Fig. 1: the metal 1 layer
Drawn at 2 px/um. Supply wires on this layer in gray.
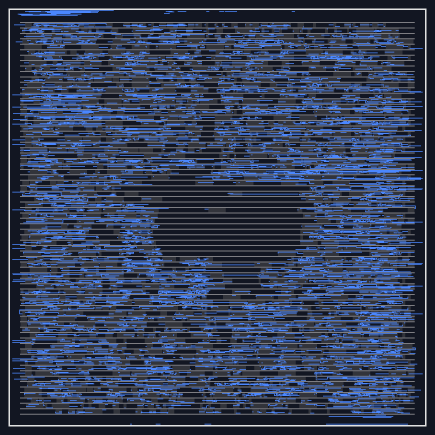
Fig. 2: met2 routing
Drawn at 2 px/um.
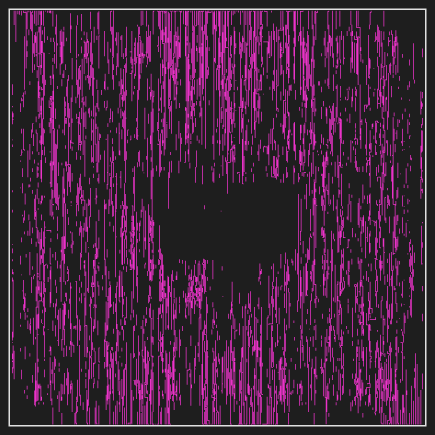
File: config.mk
export PLATFORM = sky130hd
export DESIGN_NAME = mul_seq_if
export DESIGN_NICKNAME = d
export VERILOG_FILES = /design/src/rtl/mul_pkg.sv /design/src/rtl/mul_res_cap.sv /design/src/rtl/mul_seq_if.sv
export SDC_FILE = /design/constraint.sdc
export NUM_CORES = 1
export LEC_CHECK = 0
export CORE_MARGIN = 5
export CORE_UTILIZATION = 46
export CTS_BUF_LIST = sky130_fd_sc_hd__clkbuf_8 sky130_fd_sc_hd__clkbuf_16
export CTS_CLUSTER_SIZE = 30
export DETAILED_ROUTE_END_ITERATION = 10
export PLACE_DENSITY_LB_ADDON = 0.12
export SYNTH_ARGS = -nofsm -noshare
export SYNTH_HDL_FRONTEND = slang
export SYNTH_SLANG_ARGS = --single-unit
export TNS_END_PERCENT = 10
File: constraint.sdc
create_clock -name clk -period 1.9 [get_ports clk]
set_clock_uncertainty 0.15 [all_clocks]
set_input_delay 0.57 -clock clk [delete_from_list [all_inputs] [get_ports clk]]
set_output_delay 0.57 -clock clk [all_outputs]
set_load 0.01 [all_outputs]
File: src/rtl/mul_pkg.sv
// Shared definitions for the Booth multiplier sequencer slice.
// Holds the sequencer state encoding and the default bus width and
// watchdog limits used by mul_seq_if and mul_res_cap.
package mul_pkg;

    localparam int MUL_W           = 64;
    localparam int MUL_TIMEOUT_CYC = 200;
    localparam int MUL_CNT_W       = 8;

    typedef enum logic [2:0] {
        IDLE,
        START,
        LOAD_M,
        LOAD_Q,
        RUN,
        DONE,
        ERR
    } mul_seq_state_t;

endpackage

File: src/rtl/mul_res_cap.sv
// Result collector for the Booth core.
// Keeps a two-deep history of mul_outbus while the core runs, detects the
// rising edge of mul_stop and captures the A/Q words into res_hi/res_lo.
// Optional overflow flag under `MUL_SEQ_OVF_EN`.
module mul_res_cap
    import mul_pkg::*;
#(
    parameter int W = MUL_W
) (
    input  logic         clk,
    input  logic         rst_b,
    input  logic         run,
    input  logic         mul_stop,
    input  logic [W-1:0] mul_outbus,
    output logic         stop_edge,
    output logic [W-1:0] res_hi,
    output logic [W-1:0] res_lo
`ifdef MUL_SEQ_OVF_EN
    ,
    output logic         ovf
`endif
);

    logic [W-1:0] sh0;
    logic [W-1:0] sh1;
    logic         stop_d;

    // A stop level left over from an earlier run has stop_d=1 and is ignored.
    assign stop_edge = run & mul_stop & ~stop_d;

    // Track the previous stop level in every state so stale highs never look like edges.
    always_ff @(posedge clk or negedge rst_b) begin
        // NOTE: sequential state uses non-blocking assignments so every register
        // samples the pre-edge values and simulation matches the synthesised flops.
        if (!rst_b) begin
            stop_d <= 1'b0;
        end else begin
            stop_d <= mul_stop;
        end
    end

    // Two-deep outbus history: A lands in sh0 and Q in sh1 on the stop edge cycle.
    always_ff @(posedge clk or negedge rst_b) begin
        if (!rst_b) begin
            sh0 <= '0;
            sh1 <= '0;
        end else if (run) begin
            sh1 <= mul_outbus;
            sh0 <= sh1;
        end
    end

    // Capture the product once per run; held stable until the next capture.
    always_ff @(posedge clk or negedge rst_b) begin
        if (!rst_b) begin
            res_hi <= '0;
            res_lo <= '0;
`ifdef MUL_SEQ_OVF_EN
            ovf    <= 1'b0;
`endif
        end else if (stop_edge) begin
            res_hi <= sh0;
            res_lo <= sh1;
`ifdef MUL_SEQ_OVF_EN
            ovf    <= (sh0 != {W{sh1[W-1]}});
`endif
        end
    end

endmodule

File: src/rtl/mul_seq_if.sv
// Operand sequencer and result collector in front of the Booth radix-2 core.
// Accepts an operand pair, serialises it onto mul_inbus after a bgn pulse,
// waits for the core's stop edge and returns the 2W-bit product.
// A watchdog moves the block into a sticky ERR state if the core hangs.
// Optional overflow output under `MUL_SEQ_OVF_EN`.
module mul_seq_if
    import mul_pkg::*;
#(
    parameter int W           = MUL_W,
    parameter int TIMEOUT_CYC = MUL_TIMEOUT_CYC,
    parameter int CNT_W       = MUL_CNT_W   // 2**CNT_W must exceed TIMEOUT_CYC
) (
    input  logic         clk,
    input  logic         rst_b,
    input  logic         op_valid,
    output logic         op_ready,
    input  logic [W-1:0] op_m,
    input  logic [W-1:0] op_q,
    output logic         mul_bgn,
    output logic [W-1:0] mul_inbus,
    input  logic         mul_stop,
    input  logic [W-1:0] mul_outbus,
    output logic         res_valid,
    input  logic         res_ready,
    output logic [W-1:0] res_hi,
    output logic [W-1:0] res_lo,
    output logic         err
`ifdef MUL_SEQ_OVF_EN
    ,
    output logic         ovf
`endif
);

    localparam logic [CNT_W-1:0] WDOG_LAST = CNT_W'(TIMEOUT_CYC - 1);

    mul_seq_state_t   state;
    logic [CNT_W-1:0] wdog;
    logic [W-1:0]     m_lat;
    logic [W-1:0]     q_lat;
    logic             run;
    logic             stop_edge;

    assign run = (state == RUN);

    mul_res_cap #(
        .W (W)
    ) u_res_cap (
        .clk        (clk),
        .rst_b      (rst_b),
        .run        (run),
        .mul_stop   (mul_stop),
        .mul_outbus (mul_outbus),
        .stop_edge  (stop_edge),
        .res_hi     (res_hi),
        .res_lo     (res_lo)
`ifdef MUL_SEQ_OVF_EN
        ,
        .ovf        (ovf)
`endif
    );

    // Sequencer FSM with registered handshake, core-bus and watchdog outputs.
    always_ff @(posedge clk or negedge rst_b) begin
        if (!rst_b) begin
            state     <= IDLE;
            op_ready  <= 1'b1;
            mul_bgn   <= 1'b0;
            mul_inbus <= '0;
            res_valid <= 1'b0;
            err       <= 1'b0;
            wdog      <= '0;
            m_lat     <= '0;
            q_lat     <= '0;
        end else begin
            case (state)
                IDLE: begin
                    if (op_valid && op_ready) begin
                        m_lat     <= op_m;
                        q_lat     <= op_q;
                        op_ready  <= 1'b0;
                        mul_bgn   <= 1'b1;
                        mul_inbus <= '0;
                        state     <= START;
                    end
                end
                START: begin
                    mul_bgn   <= 1'b0;
                    mul_inbus <= m_lat;
                    state     <= LOAD_M;
                end
                LOAD_M: begin
                    mul_inbus <= q_lat;
                    state     <= LOAD_Q;
                end
                LOAD_Q: begin
                    mul_inbus <= '0;
                    wdog      <= '0;
                    state     <= RUN;
                end
                RUN: begin
                    // A stop edge on the final watchdog cycle still wins over the timeout.
                    if (stop_edge) begin
                        res_valid <= 1'b1;
                        state     <= DONE;
                    end else if (wdog == WDOG_LAST) begin
                        err   <= 1'b1;
                        state <= ERR;
                    end else begin
                        wdog <= wdog + CNT_W'(1);
                    end
                end
                DONE: begin
                    if (res_valid && res_ready) begin
                        res_valid <= 1'b0;
                        op_ready  <= 1'b1;
                        state     <= IDLE;
                    end
                end
                ERR: begin
                    op_ready  <= 1'b0;
                    res_valid <= 1'b0;
                    err       <= 1'b1;
                end
                default: begin
                    state     <= IDLE;
                    op_ready  <= 1'b1;
                    mul_bgn   <= 1'b0;
                    mul_inbus <= '0;
                    res_valid <= 1'b0;
                end
            endcase
        end
    end

endmodule

==> flow_summary.yaml <==
# flow metrics
grt:
  met1_usage_pct: 27.8
  grt_pass1_vias: 12600
  use_met3_pct: 7.13
  grt_use_met2_pct: 31.7
  antenna_found_initial: 6
  grt.total_usage_pct: 20.6
  grt_first_pass_wirelength_um: 72100
  grt_busiest_layer: "met2"
  grt-ovfl-total: 0
  grt_max_degree: 129
job:
  warning_count: 31
  maxCapViolCount: 0
sta:
  worst_pin_slew_ps: 647
  maxSlewHeadroom_pct: 56.9
  period_minus_slack_ps: 1940
  finalSetupViolations: 43
  finalHoldViolations: 0
  fmax_mhz: 514
  final.setup.worst_slack_ps: -44.4
  fin_crit_sh_pct: 102
  slew_viol_final: 0
  holdWs_ps: 317
  rsz0062_at_grt: "yes"
drt:
  first_pass_iters: 4
  top_layer: "met5"
  drt-total-wl_um: 44700
  vias: 11900
  met2_length_um: 20600
  wl_per_cell_um: 18.8
  initialDrtViolationCount: 638
  wl_met3_um: 3710
  drc: 0
  vias_per_cell: 5.04
  drtAntennaViolNets: 0
  met1_length_um: 19200
synth:
  ys_cells: 1398
  ff_type: "dfrtp_1"
  fp_nets: 1596
  yosysChipArea_um2: 18000
  syn-cell-area_um2: 18000
  simple_gate_area_share_pct: 9.52
  top_cell: "dfrtp_1"
  logic_family: "multiplexers"
  synth-async-reset-ratio_pct: 100
  synth_cell_types: 44
  ys_top_cells_by_area: "dfrtp_1 65%, mux2_2 9.7%, nand2_1 8.4%, mux2_1 6.3%, a22o_1 3.1%"
  ys_sh_aoi_pct: 6.80
  yosys.stat.seqShare_pct: 64.7
  netlist_top_cells_count: "463 x dfrtp_1, 400 x nand2_1, 155 x mux2_2, 101 x mux2_1"
  top_cell_area_share_pct: 64.5
  avgSynthCellArea_um2: 12.8
  ys_sh_adder_pct: 0.0697
  yosys.area.top_type: "dfrtp_1"
  muxShareOfSynthArea_pct: 16.3
  synth_flops: 464
  edf_count: 0
  xor_share_pct: 0.0488
  synth-warning-count: 0
  syn_inst: 1398
cells_and_area:
  mi_logic_area_um2: 5940
  drive_gt1_share_pct: 26.4
  final_util_pct: 60.7
  layout.area.seq_um2: 11600
  area_growth_pct: 30.7
  filler_cell_count: 3143
  final_cell_count_no_fill: 2373
  num-nets-final: 2015
floorplan:
  io_pins: 393
  die.size.y_um: 208
  initCoreUtil_pct: 46.4
  core-area_um2: 38600
  rows: 72
  die-width_um: 208
  dieArea_um2: 43100
worst_setup_path:
  max_stage_delay_ps: 550
  end_kind: "output port"
  crit_family: "flip-flops"
  reg2reg_depth: 4
  crit_type: "reg2out"
  critPathLaunch: "op_ready"
  timing.rr.end: "q_lat[33]"
  r2r_setup_slack_ps: -20
  startpoint_type: "register"
  cp_num_cells: 1
  cp_max_fo: 2
  critical_path_arrival_ps: 1220
  path_buffers: 1
  crit_path_top_delay_cell: "dfstp_2"
  reg2reg_from: "op_ready"
  required_ps: 1180
  cp_cell_sequence: "buf_6"
  crit_end: "op_ready"
power_and_ir_drop:
  powerDensity_nw_per_um2: 1570
  ir_worst_vdd_uv: 775
  swShare_pct: 33.0
  p_comb_w: 0.0115
  total_power_w: 0.0368
  pwr-share-seq_pct: 44.7
  intPower_w: 0.0246
  leakage_nw: 12.2
  power-top-group: "registers"
  seq-power_w: 0.0164
  p_clk_w: 0.00881
  p_switching_w: 0.0121
  clockPowerShare_pct: 24.0
  p_comb_share_pct: 31.3
worst_hold_path:
  hold_end: "u_res_cap.sh0[38]"
  holdCritPathClass: "reg2reg"
  holdCritStartpoint: "u_res_cap.sh0[38]"
  holdPathStages: 2
place:
  dp_cells: 2280
  routabilityCongestion: 0.800
  dpl.hpwl_um: 30300
  port_buffers: 392
  dp_slack_ps: -541
clock_network:
  clock.latency.late_pin_ps: 560
  cts_tree: "done"
  clk_pin_slew_worst_paths_ps: 60
  cts_num_sinks: 464
  cts_root_buf: "clkbuf_16"
  cts_buffer_depth: 3
  cts-buffers-inserted: 48
  cts_htree_levels: 2
outcome:
  outcome: "finished, violations left"
  violations: "negative setup slack"
Notes on Fig. 1 above:
wire length on this layer: 19200 um
longest straight run: 42.8 um
share of all routed wire: 43%
main direction: horizontal
nets with wire on the layer: 1786

Notes on Fig. 2 above:
longest straight run: 76.5 um
wire length on this layer: 20.6 mm

registers in the layout (all words and copies together), names as in the netlist:
signal / cells
m_lat: 64
mul_inbus: 64
state: 3
op_ready: 1
mul_bgn: 1
err: 1
q_lat: 64
u_res_cap.res_hi: 64
u_res_cap.stop_d: 1
u_res_cap.res_lo: 64
u_res_cap.sh0: 64
wdog: 8
u_res_cap.sh1: 64
res_valid: 1
what timing repair did:
item,in CTS,in global routing
resized,786,7
pin swaps,1,2
gates cloned,0,2
buffers inserted,2,0
hold buffers,1,0
setup endpoints to repair,252,216
endpoints found under the hold margin,22,0
final cells by class:
| type | instances | share of cell area (%) |
|---|---|---|
| clock buffers | 57 | 5.70 |
| well taps | 518 | 2.76 |
| diodes | 5 | 0.0533 |
| clock inverters | 26 | 0.587 |
| flip-flops and latches | 464 | 49.5 |
| repair buffers | 452 | 16.0 |
| inverters | 4 | 0.0640 |
| multi-input cells | 847 | 25.3 |
layout by cell type (no fill, tap or decap), types with 2 or more instances in the layout:
master / n
a22o_1: 64
diode_2: 5
clkbuf_16: 50
a21o_1: 64
mux2_1: 101
buf_4: 31
nor2_1: 2
dfrtp_1: 462
o21ai_0: 4
o311ai_0: 2
buf_12: 26
a21oi_1: 4
nand3_1: 5
clkinv_2: 5
nand2b_1: 7
clkbuf_8: 8
nand4_1: 3
mux2i_1: 5
clkdlybuf4s50_1: 195
mux2_2: 155
buf_2: 195
nor4_1: 3
nand2_1: 399
buf_8: 2
and4_4: 2
inv_1: 23
a2bb2oi_1: 2
nor3b_2: 2
a31oi_1: 3
stage by stage:
stage | TNS [ps] | area (um^2)
finish | -345 | 23500
global placement | -146720 | 22900
CTS | -618 | 23400
global route | -3830 | 23500
floorplan | 0 | 18000
detailed placement | -143020 | 22900
No activity file was given, so power comes from the tool's default toggle rates.
